===== src/rtl/timer_pkg.sv =====
// Shared types and default constants for the TecTacToe turn timer.
package timer_pkg;

  typedef enum logic [1:0] {T_IDLE, T_RUN, T_HOLD, T_DONE} timer_state_t;

  localparam int SIM_CLK_FREQ_HZ    = 4;
  localparam int SYN_CLK_FREQ_HZ    = 25_000_000;
  localparam int DEFAULT_DURATION_S = 30;
  localparam int DEFAULT_SEC_W      = 6;
  localparam int DEFAULT_WARN_S     = 5;

endpackage


===== src/rtl/turn_timer_tick_gen.sv =====
// Prescaler for the turn timer: counts enabled cycles and strobes on each wrap.
module tick_gen #(
  parameter int CLK_FREQ_HZ = 25_000_000
) (
  input  logic clk,
  input  logic reset,
  input  logic en,
  input  logic clr,
  output logic tick
);

  localparam int CNT_W = $clog2(CLK_FREQ_HZ);
  localparam logic [CNT_W-1:0] LAST = CNT_W'(CLK_FREQ_HZ - 1);

  logic [CNT_W-1:0] cnt_q, cnt_d;

  // tick is high in the cycle whose rising edge wraps the prescaler.
  assign tick = en && (cnt_q == LAST);

  always_comb begin
    cnt_d = cnt_q;
    if (clr) begin
      cnt_d = '0;
    end else if (en) begin
      cnt_d = tick ? '0 : cnt_q + CNT_W'(1);
    end
  end

  always_ff @(posedge clk) begin
    if (reset) begin
      cnt_q <= '0;
    end else begin
      cnt_q <= cnt_d;
    end
  end

endmodule


===== src/rtl/turn_timer.sv =====
// Per-turn seconds countdown with pause, one-shot/auto-reload and low-time warning.
module turn_timer
  import timer_pkg::*;
#(
  parameter int CLK_FREQ_HZ = SYN_CLK_FREQ_HZ,
  parameter int DURATION_S  = DEFAULT_DURATION_S,
  parameter int SEC_W       = DEFAULT_SEC_W,
  parameter int WARN_S      = DEFAULT_WARN_S
) (
  input  logic             clk,
  input  logic             reset,
  input  logic             start,
  input  logic             pause,
  input  logic             auto_reload,
  output logic [SEC_W-1:0] secs_left,
  output logic             running,
  output logic             paused,
  output logic             warn,
  output logic             tick_1hz,
  output logic             expired,
  output logic [1:0]       state_dbg
);

  if (DURATION_S < 1 || DURATION_S >= 2**SEC_W) begin : g_bad_duration
    $error("turn_timer: DURATION_S out of range");
  end
  if (WARN_S < 0 || WARN_S >= 2**SEC_W) begin : g_bad_warn
    $error("turn_timer: WARN_S out of range");
  end
  if (CLK_FREQ_HZ < 2) begin : g_bad_freq
    $error("turn_timer: CLK_FREQ_HZ must be >= 2");
  end

  localparam logic [SEC_W-1:0] DUR_V  = SEC_W'(DURATION_S);
  localparam logic [SEC_W-1:0] WARN_V = SEC_W'(WARN_S);
  localparam logic [SEC_W-1:0] ONE_V  = SEC_W'(1);

  timer_state_t     state_q, state_d;
  logic [SEC_W-1:0] secs_q, secs_d;
  logic             warn_q, warn_d;
  logic             tick_q, tick_d;
  logic             exp_q, exp_d;
  logic             wrap;
  logic             pre_en;

  // The prescaler advances in every cycle the timer ends up running, including
  // the HOLD cycle in which pause is released, so a pause loses no time.
  assign pre_en = ((state_q == T_RUN) || (state_q == T_HOLD)) && !pause && !start;

  tick_gen #(.CLK_FREQ_HZ(CLK_FREQ_HZ)) u_tick_gen (
    .clk   (clk),
    .reset (reset),
    .en    (pre_en),
    .clr   (start),
    .tick  (wrap)
  );

  always_comb begin
    state_d = state_q;
    secs_d  = secs_q;
    tick_d  = 1'b0;
    exp_d   = 1'b0;
    if (start) begin
      secs_d  = DUR_V;
      state_d = pause ? T_HOLD : T_RUN;
    end else if ((state_q == T_RUN) || (state_q == T_HOLD)) begin
      if (pause) begin
        state_d = T_HOLD;
      end else begin
        state_d = T_RUN;
        if (wrap && (secs_q != '0)) begin
          tick_d = 1'b1;
          if (secs_q == ONE_V) begin
            exp_d = 1'b1;
            if (auto_reload) begin
              secs_d = DUR_V;
            end else begin
              secs_d  = '0;
              state_d = T_DONE;
            end
          end else begin
            secs_d = secs_q - ONE_V;
          end
        end
      end
    end
    warn_d = (secs_d != '0) && (secs_d <= WARN_V);
  end

  always_ff @(posedge clk) begin
    if (reset) begin
      state_q <= T_IDLE;
      secs_q  <= '0;
      warn_q  <= 1'b0;
      tick_q  <= 1'b0;
      exp_q   <= 1'b0;
    end else begin
      state_q <= state_d;
      secs_q  <= secs_d;
      warn_q  <= warn_d;
      tick_q  <= tick_d;
      exp_q   <= exp_d;
    end
  end

  assign secs_left = secs_q;
  assign running   = (state_q == T_RUN);
  assign paused    = (state_q == T_HOLD);
  assign warn      = warn_q;
  assign tick_1hz  = tick_q;
  assign expired   = exp_q;
  assign state_dbg = state_q;

endmodule


===== config.mk =====
export PLATFORM = sky130hd
export DESIGN_NAME = turn_timer
export DESIGN_NICKNAME = d
export VERILOG_FILES = /design/src/rtl/timer_pkg.sv /design/src/rtl/turn_timer_tick_gen.sv /design/src/rtl/turn_timer.sv
export SDC_FILE = /design/constraint.sdc
export NUM_CORES = 1
export LEC_CHECK = 0
export CAP_MARGIN = 20
export CORE_MARGIN = 1
export CORE_UTILIZATION = 57
export DETAILED_ROUTE_END_ITERATION = 8
export PLACE_DENSITY = 0.84
export SKIP_LAST_GASP = 1
export SYNTH_ARGS = -nofsm -noshare
export SYNTH_HDL_FRONTEND = slang
export SYNTH_HIERARCHICAL = 1
export SYNTH_SLANG_ARGS = --single-unit

===== constraint.sdc =====
create_clock -name clk -period 4.2 [get_ports clk]
set_input_delay 0.42 -clock clk [delete_from_list [all_inputs] [get_ports clk]]
set_output_delay 0.42 -clock clk [all_outputs]
set_load 0.02 [all_outputs]

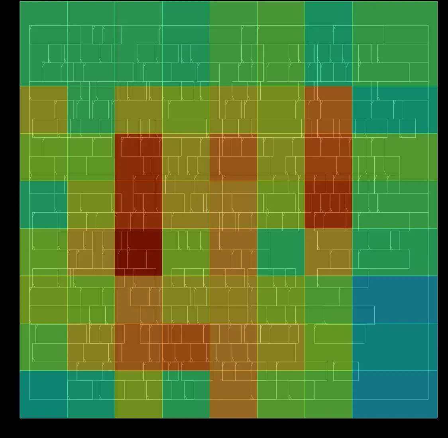
Figure 1: congestion heat map.
wire length per cell: 13.5 um
GR Util met3: 5.76%
post-route core utilization: 69.1%

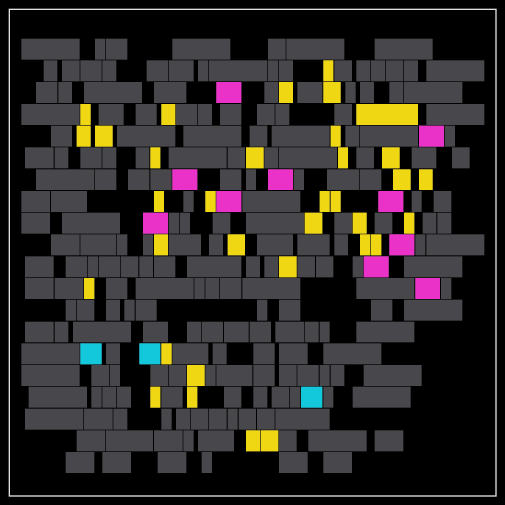
Figure 2: logic cells by family.
Drawn at 8 px/um.
Yellow marks NAND gates, cells 34. Magenta marks XOR/XNOR gates, cells 10. Cyan marks AND-OR and OR-AND gates, cells 3.

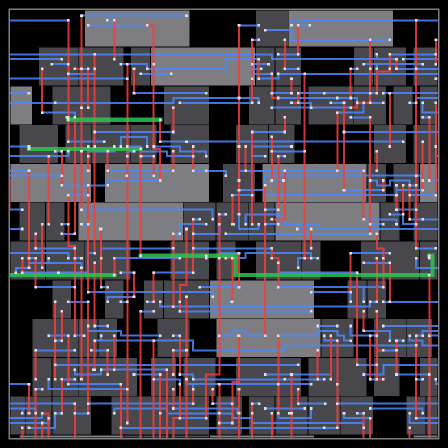
Figure 3: a small window of the routed layout.
Region (15, 27) to (45, 57) um. Cells in grey, sequential cells in the stronger grey; small squares are vias.
Blue marks met1. Red marks met2. Green marks met3.
84 logic cells have their middle in the window. Sequential cells in the window: 10. Most frequent: dfxtp_1 (10), nand2_1 (9). Netlist names of flops here include `u_tick_gen/cnt_q` (10).

==> GITHUB_STEP_SUMMARY <==
## Implementation flow summary

| Metric | Value |
|---|---|
| Run status | complete, no violations |
| Remaining routing DRC violations | 0 |
| Cells in synth_stat.txt | 229 |
| Die W | 60.7 um |
| Hold path cells | 2 |
| Sort of element at the end of the critical path | flip-flop |
| Final weighted congestion in routability-driven placement | 0.896 |
| Via count of the first global-routing pass | 1369 |
| DRT met1 WL | 2090 um |
| Cts repair resizes | 0 |
| CTS buffer count | 5 |
| Total standard cell area after synthesis | 1960 um2 |
| 1st-iter DRT viols | 107 |
| Total cell area reported by yosys after synthesis | 1960 um2 |
| Global-route wire length before repair | 6170 um |
| Top layer used by detailed routing | met4 |
| Required time of the critical path | 4.41 ns |
| Met2 routed WL | 1660 um |
| Post-synthesis xor/xnor area fraction | 4.47% |
| Final Hold Violation Tally | 0 |
| Met2 routing resource usage after global routing | 31.6% |
| Period Utilization, post-route | 82.0% |
| Static power due to leakage | 0.690 nW |
| Net Count, Synth | 240 |
| Antenna cells | 0 |
| Worst Setup Slack, final | 0.755 ns |
| Reg2reg end | warn$_SDFF_PP0_ |
| Global routing usage summed across all routing layers | 22.8% |
| Worst path arrival time | 3.66 ns |
| Kind of critical path | flip-flop to flip-flop |
| Period minus WS final | 3.44 ns |
| Most common reg cell | dfxtp_1 |
| Initial standard-cell utilization of the core | 62.2% |
| Via-to-Cell Ratio | 5.92 |
| Tightest slew margin relative to the limit | 64.0% |
| Cell with the biggest individual delay on the critical path | or4_4 |
| Placement-stage worst setup slack | 0.625 ns |
| Share of flip-flops with an asynchronous set or reset | 0% |
| Post-synth top area cell | dfxtp_1 |
| Maximum number of pins on one net before global-route repair | 23 |
| Post-synthesis share of cell area spent on and, or, nand and nor gates | 31.4% |
| Worst Tran Pin Value | 0.538 ns |
| Die area | 3680 um2 |
| Fraction of layout instances using a drive strength above 1 | 7.29% |
| Detailed placement HPWL | 2870 um |
| Synthesis warning total | 6 |
| Average footprint of a synthesized cell | 8.56 um2 |
| Deepest clock path buffer count | 2 |
| Worst hold path class | flip-flop to flip-flop |
| Final TNS setup | 0 ns |
| Row count | 20 |
| Number of clock sinks | 36 |
| Sequential share of the synthesized area | 36.8% |
| Max-cap violations | 0 |
| Adder-Cell Fraction of Synth Area | 3.83% |
| Final ANT Viol Nets | 0 |
| Die height | 60.7 um |
| Overall overflow remaining after global route | 0 |
| Cell-by-cell trace of the critical path | inv_1 -> ha_1 -> nor3_1 -> nand3_1 -> or4_4 -> nor2_1 -> or3b_1 -> a21o_1 -> o21bai_1 -> a2111oi_1 -> nor4bb_1 |
| Maximum clock skew at final layout | 0.0122 ns |
| Busiest layer in global routing | met1 |
| Iteration tally of the first detailed-router pass | 4 |
| Layout Nets | 258 |
| Top non-seq family | simple AND/OR/NAND/NOR gates |
| First element of the critical path | state_dbg[0]$_SDFFE_PP0P_ |
| Number of inserted filler cells in the final layout | 271 |
| Met3 wire len | 150 um |
| Final Non-Filler Cells | 291 |
| Core region area | 3150 um2 |
| Startpoint type of the worst setup path | flip-flop |
| Max FO, Critical Path | 11 |
| Vias after detailed routing | 1722 |
cells in the final DEF (no fill, tap or decap), types with 3 or more instances in the layout:
master            n
clkbuf_4          5
nor2_1           22
ha_1              6
or3_1             9
nand3_1           7
nand4_1           7
nor3_1            8
xnor2_1           6
clkdlybuf4s50_1  17
o21ai_0           8
nand2_1          16
dfxtp_1          36
xor2_1            4
nand2b_1          3
inv_1             9
or4_1             5
nor2b_1           4
a31oi_1           5
o211ai_1          3
o31ai_1           6
nor4_1            4
a21oi_1          20
worst max path at each step:
| stage | endpoint | slack [ns] | cells past startpoint |
|---|---|---|---|
| 2_1_floorplan | warn$_SDFF_PP0_ | 0.54 | 12 |
| 3_3_place_gp | warn$_SDFF_PP0_ | 0.69 | 10 |
| 3_5_place_dp | warn$_SDFF_PP0_ | 0.63 | 10 |
| 4_1_cts | warn$_SDFF_PP0_ | 0.76 | 11 |
| 5_1_grt | warn$_SDFF_PP0_ | 0.54 | 11 |
| 6_report | warn$_SDFF_PP0_ | 0.76 | 11 |
flip-flops by register name, summed over array words and instances, names as in the netlist:
| register | count |
|---|---|
| u_tick_gen/cnt_q | 25 |
| state_dbg | 2 |
| expired | 1 |
| tick_1hz | 1 |
| warn | 1 |
| secs_left | 6 |
area by class of cell:
class	count	area [um2]	area share, %
well taps	44	55.1	2.53
flip-flops and latches	36	721	33.1
clock inverters	1	5.00	0.230
repair buffers	19	185	8.50
inverters	9	33.8	1.55
multi-input cells	176	1140	52.2
clock buffers	6	41.3	1.90
report_power, final:
part	total [mW]	switching [mW]	internal, mW	leakage, nW
clock network	0.166	0.104	0.0616	0.0281
registers	0.355	0.00817	0.347	0.292
logic	0.0765	0.0421	0.0344	0.370
Power figures rest on the tool's default switching activity, not on a simulated workload.
